### src/rtl/scr_pkg.sv
// rtl/scr_pkg.sv - constants and helpers shared between the symbol gearbox and the scrambler stage
package scr_pkg;

   localparam int SCR_IN_W  = 64;
   localparam int SCR_SYM_W = 7;
   localparam int SCR_PAD_W = $clog2(SCR_SYM_W);

   function automatic logic [SCR_IN_W-1:0] bitrev_in(input logic [SCR_IN_W-1:0] d);
      logic [SCR_IN_W-1:0] r;
      for (int i = 0; i < SCR_IN_W; i++) begin
         r[i] = d[SCR_IN_W-1-i];
      end
      return r;
   endfunction

endpackage

### src/rtl/sym7_gearbox.sv
// rtl/sym7_gearbox.sv - 64-bit word to 7-bit symbol gearbox feeding the scrambler serial_in
// Optional SYM7_BIT_REVERSE_EN: in_data[IN_W-1] becomes the first wire bit.
module sym7_gearbox
   import scr_pkg::*;
#(
   parameter int IN_W  = SCR_IN_W,
   parameter int SYM_W = SCR_SYM_W,
   parameter int BUF_W = 2*IN_W,
   parameter int PAD_W = SCR_PAD_W,
   parameter int CNT_W = 16
) (
   input  logic             clk,
   input  logic             rst,
   input  logic [IN_W-1:0]  in_data,
   input  logic             in_valid,
   input  logic             in_last,
   output logic             in_ready,
   output logic [SYM_W-1:0] out_sym,
   output logic             out_valid,
   output logic             out_last,
   output logic [PAD_W-1:0] out_pad,
   input  logic             out_ready,
   output logic [CNT_W-1:0] frame_syms
);

   localparam int CW = $clog2(BUF_W+1);
   localparam logic [CW-1:0] SYM_C  = CW'(SYM_W);
   localparam logic [CW-1:0] IN_C   = CW'(IN_W);
   localparam logic [CW-1:0] ROOM_C = CW'(BUF_W-IN_W);

   logic [BUF_W-1:0] buf_q, buf_nxt;
   logic [CW-1:0]    cnt_q, cnt_nxt, used;
   logic             tail_q, new_frame_q;
   logic [CNT_W-1:0] syms_q;
   logic [IN_W-1:0]  din;
   logic             acc, emit;

`ifdef SYM7_BIT_REVERSE_EN
   assign din = bitrev_in(in_data);
`else
   assign din = in_data;
`endif

   // Admission looks only at the pre-edge count, so a same-cycle emit can never overflow buf_q.
   assign in_ready  = !rst && !tail_q && (cnt_q <= ROOM_C);
   assign acc       = in_valid && in_ready;
   assign out_valid = (cnt_q >= SYM_C) || (tail_q && (cnt_q != '0));
   assign out_last  = tail_q && (cnt_q <= SYM_C);
   assign out_pad   = out_last ? PAD_W'(SYM_C - cnt_q) : '0;
   assign emit      = out_valid && out_ready;
   assign frame_syms = syms_q;

   always_comb begin
      for (int i = 0; i < SYM_W; i++) begin
         out_sym[i] = buf_q[i] && (CW'(i) < cnt_q);
      end
   end

   always_comb begin
      used    = '0;
      buf_nxt = buf_q;
      if (emit) begin
         used    = (cnt_q < SYM_C) ? cnt_q : SYM_C;
         buf_nxt = buf_q >> SYM_W;
      end
      cnt_nxt = cnt_q - used;
      // New word lands directly above whatever survives this cycle's shift.
      if (acc) begin
         buf_nxt = buf_nxt | ({{(BUF_W-IN_W){1'b0}}, din} << cnt_nxt);
         cnt_nxt = cnt_nxt + IN_C;
      end
   end

   always_ff @(posedge clk or posedge rst) begin
      if (rst) begin
         buf_q       <= '0;
         cnt_q       <= '0;
         tail_q      <= 1'b0;
         new_frame_q <= 1'b1;
         syms_q      <= '0;
      end else begin
         buf_q <= buf_nxt;
         cnt_q <= cnt_nxt;
         if (acc && in_last) begin
            tail_q <= 1'b1;
         end else if (emit && out_last) begin
            tail_q <= 1'b0;
         end
         if (emit) begin
            if (new_frame_q) begin
               syms_q <= CNT_W'(1);
            end else if (syms_q != '1) begin
               syms_q <= syms_q + CNT_W'(1);
            end
            new_frame_q <= out_last;
         end
      end
   end

endmodule

### config.mk
export PLATFORM = sky130hd
export DESIGN_NAME = sym7_gearbox
export DESIGN_NICKNAME = d
export VERILOG_FILES = /design/src/rtl/scr_pkg.sv /design/src/rtl/sym7_gearbox.sv
export SDC_FILE = /design/constraint.sdc
export NUM_CORES = 1
export LEC_CHECK = 0
export ABC_CLOCK_PERIOD_IN_PS = 9500
export CAP_MARGIN = 25
export CORE_MARGIN = 3
export CORE_UTILIZATION = 30
export CTS_CLUSTER_DIAMETER = 30
export DETAILED_ROUTE_END_ITERATION = 10
export GPL_TIMING_DRIVEN = 0
export PLACE_DENSITY = 0.43
export SYNTH_ARGS = -nofsm -noshare
export SYNTH_HDL_FRONTEND = slang
export SYNTH_SLANG_ARGS = --single-unit
### constraint.sdc
create_clock -name clk -period 9.5 [get_ports clk]
set_clock_uncertainty 0.2 [all_clocks]
set_input_delay 1.425 -clock clk [delete_from_list [all_inputs] [get_ports clk]]
set_output_delay 1.425 -clock clk [all_outputs]
set_load 0.005 [all_outputs]
Routing congestion map:
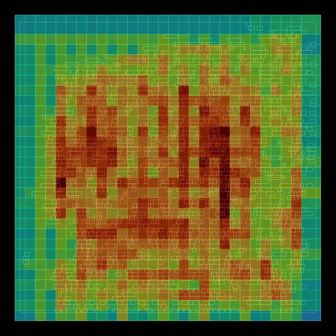
M2 GR Usage: 0.419
final core occ: 0.367

Cell density map:
The bar under the picture is 50 µm long. The die is cut into 21 by 21 equal tiles; black is low, pale yellow is high, 0 to 100% covered.
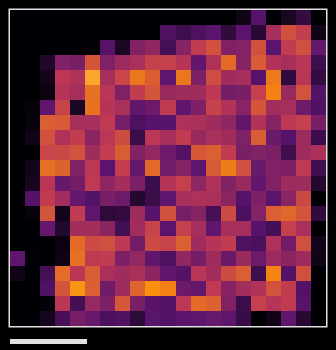
fullest tile: 81%
nearly empty tiles: 16%
emptiest ninth of the die: upper left
core area: 0.0391 mm²
Pre-Place Util: 0.307

-- final timing paths --
check / end / slack [ns] / cells past startpoint
worst min-delay path: buf_q[3] / 0.30 / 2
min in group asynchronous: frame_syms[6] / 1.19 / 2
max in group asynchronous: buf_q[94] / 7.02 / 3
worst min register to register: buf_q[3] / 0.30 / 2
worst max-delay path: buf_q[58] / 1.65 / 17
worst max register to register: buf_q[114] / 1.86 / 20
-- cell usage in the layout, fill, tap and decap left out, types with 19 or more instances in the layout --
master	n
a21oi_1	40
buf_2	43
clkbuf_1	37
clkdlybuf4s50_1	97
dfrtp_1	153
inv_1	19
mux2_2	54
mux2i_1	194
mux4_2	40
nand2_1	53
nand3_1	28
nor2_1	207
nor3_1	19
o21ai_0	58
o221ai_1	43
o22a_1	22
o22ai_1	48
-- synthesized netlist by cell type (6+ instances only) --
cell type  count
nand2_1       53
a21oi_1       40
or2_2          6
or3_1          8
a211o_1       10
ha_1           9
nand3_1       28
mux2_2        54
a22oi_1        7
clkbuf_1      36
nor2b_1        6
mux4_2        40
buf_4          8
o221a_2       12
a221o_1        8
dfrtp_1      153
xor2_1         8
o21ai_0       59
nor2_1       207
buf_1          8
nor3_1        19
xnor2_1        9
o22a_1        22
o221ai_1      43
inv_1         20
buf_2         41
and3_1         9
mux2i_1      194
o21a_1         7
a2bb2oi_1      8
o211ai_1      16
o22ai_1       48
-- stage by stage --
stage	setup slack (ns)	TNS [ns]
final	1.65	0
after global routing	1.34	0
after CTS	1.60	0
after detailed placement	1.23	0
after global placement	-0.429	-33.18
after floorplan	2.72	0
-- tightest hold or removal path, delay by kind of cell, from the launching register on --
kind               cells  cell delay (ns)
muxes                  1             0.06
DFF                    1             0.34
AOI/OAI and AO/OA      1             0.06
-- state kept, by name (all words and copies together) (netlist names) --
register     flops
tail_q           1
buf_q          128
cnt_q            8
new_frame_q      1
frame_syms      16
-- layer usage --
metal / up-vias / track usage
li1: 5072 / -
met1: 5821 / 0.365
met2: 521 / 0.419
met3: 119 / 0.0723
met4: 2 / 0.105
met5: - / 0
-- cells by family (layout without fill, tap and decap cells) --
family                     after synthesis  after routing
other                                    1              5
adders and majority gates               10             10
xor gates and xnor gates                19             19
AOI/OAI and AO/OA                      310            310
and+or+nand+nor                        365            365
DFF                                    154            154
muxes                                  289            289
buffers and inverters                  118            259
-- cell type report --
class / instances / share of cell area
Clock buffer: 19 / 0.0309
Clock inverter: 13 / 0.00829
Buffer: 95 / 0.0316
Tap cell: 518 / 0.0452
Multi-Input combinational cell: 998 / 0.533
Sequential cell: 154 / 0.269
Timing Repair Buffer: 109 / 0.0756
Inverter: 23 / 0.00655
==> flow_summary.toml <==
# physical design summary
[logic_synthesis]
synth-seq-area-share = 0.321
ys_cells = 1266
syn_area_per_cell_um2 = 9.49
synthTopLogicFamily = "multiplexers"
synthAdderAreaFrac = 0.0110
edf_count = 0
ys_sh_mux = 0.288
synth-simple-area-share = 0.135
ys_warn_count = 0
area_leaders = "dfrtp_1, mux2i_1, mux4_2"
ys_sh_xor = 0.0151
synthCells = 1266
top_area_cell = "dfrtp_1"
ys_chip_area_mm2 = 0.0120
synth.distinct_cells = 69
top_area_frac = 0.319

[clocking]
cts_setup_buffers = 0
ctsLongestPathBuffers = 2
clk_pin_slew_ns = 0.07
htreeDepth = 4
ctsHoldBuffers = 0
clk_latency_ns = 0.45
cts_buffers = 17
cts_resized = 0
cts_tree = "done"
cts_root_buf = "clkbuf_16"
cts_sinks = 154

[critical_path]
reg2reg_from = "cnt_q[4]"
cp_data_arrival_time_ns = 7.95
critPathSlowestCell = "xnor2_1"
path_class = "primary input to flip-flop"
critical_path.top_delay_family = "buffers and inverters"
critPathCaptureType = "flip-flop"
cp_cell_sequence = "clkdlybuf4s50_1 > inv_1 > a21oi_1 > clkbuf_1 > clkbuf_1 > o21ai_0 > ha_1 > a21oi_1 > nand2_1 > xnor2_1 > buf_2 > clkbuf_1 > nor2_1 > a21oi_1 > buf_6 > a21o_1 > o221ai_1"
cp-startpoint = "out_ready"
critPathMaxFanout = 10
worstSetupStartpointType = "primary input"
cpPeakStageDelay_ns = 0.69

[finish]
nFillCells = 4031
syn2layout_area_growth_pct = 19.3
comb_area_mm2 = 0.00764
seqCellArea_mm2 = 0.00385
layoutNonFillerInstCount = 1929
drive_above_1_share = 0.158
fin_nets = 1477
stdcell_area_mm2 = 0.0143
antenna_cells = 0

[run]
max-cap-violations = 0

[global_routing]
grt_usage = 0.272
antenna_found_initial = 2
grt-ovfl-total = 0
grt_max_degree = 101
grt_pass1_wl_um = 82800

[placement]
dp.cells = 1896
dp.final_hpwl_um = 45400
place_area_mm2 = 0.0138
globalplace.congestion = 0.978
portBuffers = 97

[detailed_routing]
m1WireLength_um = 24700
via_per_inst = 5.98
top_layer_used = "met5"
postRouteAntennaNets = 0
drt_iter0_markers = 1200
wl_per_cell_um = 29.7
wl_met2_um = 25600
drc = 0
firstDrtPassIters = 5
num_vias = 11535
routed_wl_um = 57400
dr_wl_met3_um = 4850

[final_timing]
setup_viol = 0
worstMarginPinSlew_ns = 1.31
fin_crit_sh = 0.826
hold_viol = 0
timing.fmax_mhz = 127
rsz0062_at_grt = "false"
whs_ns = 0.296
slew_headroom = 0.128

[floorplan]
num_io_pins = 98
fp.dieW_um = 206
die-area_mm2 = 0.0425
dieHeight_um = 206
core.rowCount = 72

[worst_hold_path]
hold_start = "buf_q[3]"

[status]
outcome = "finished, final reports clean"
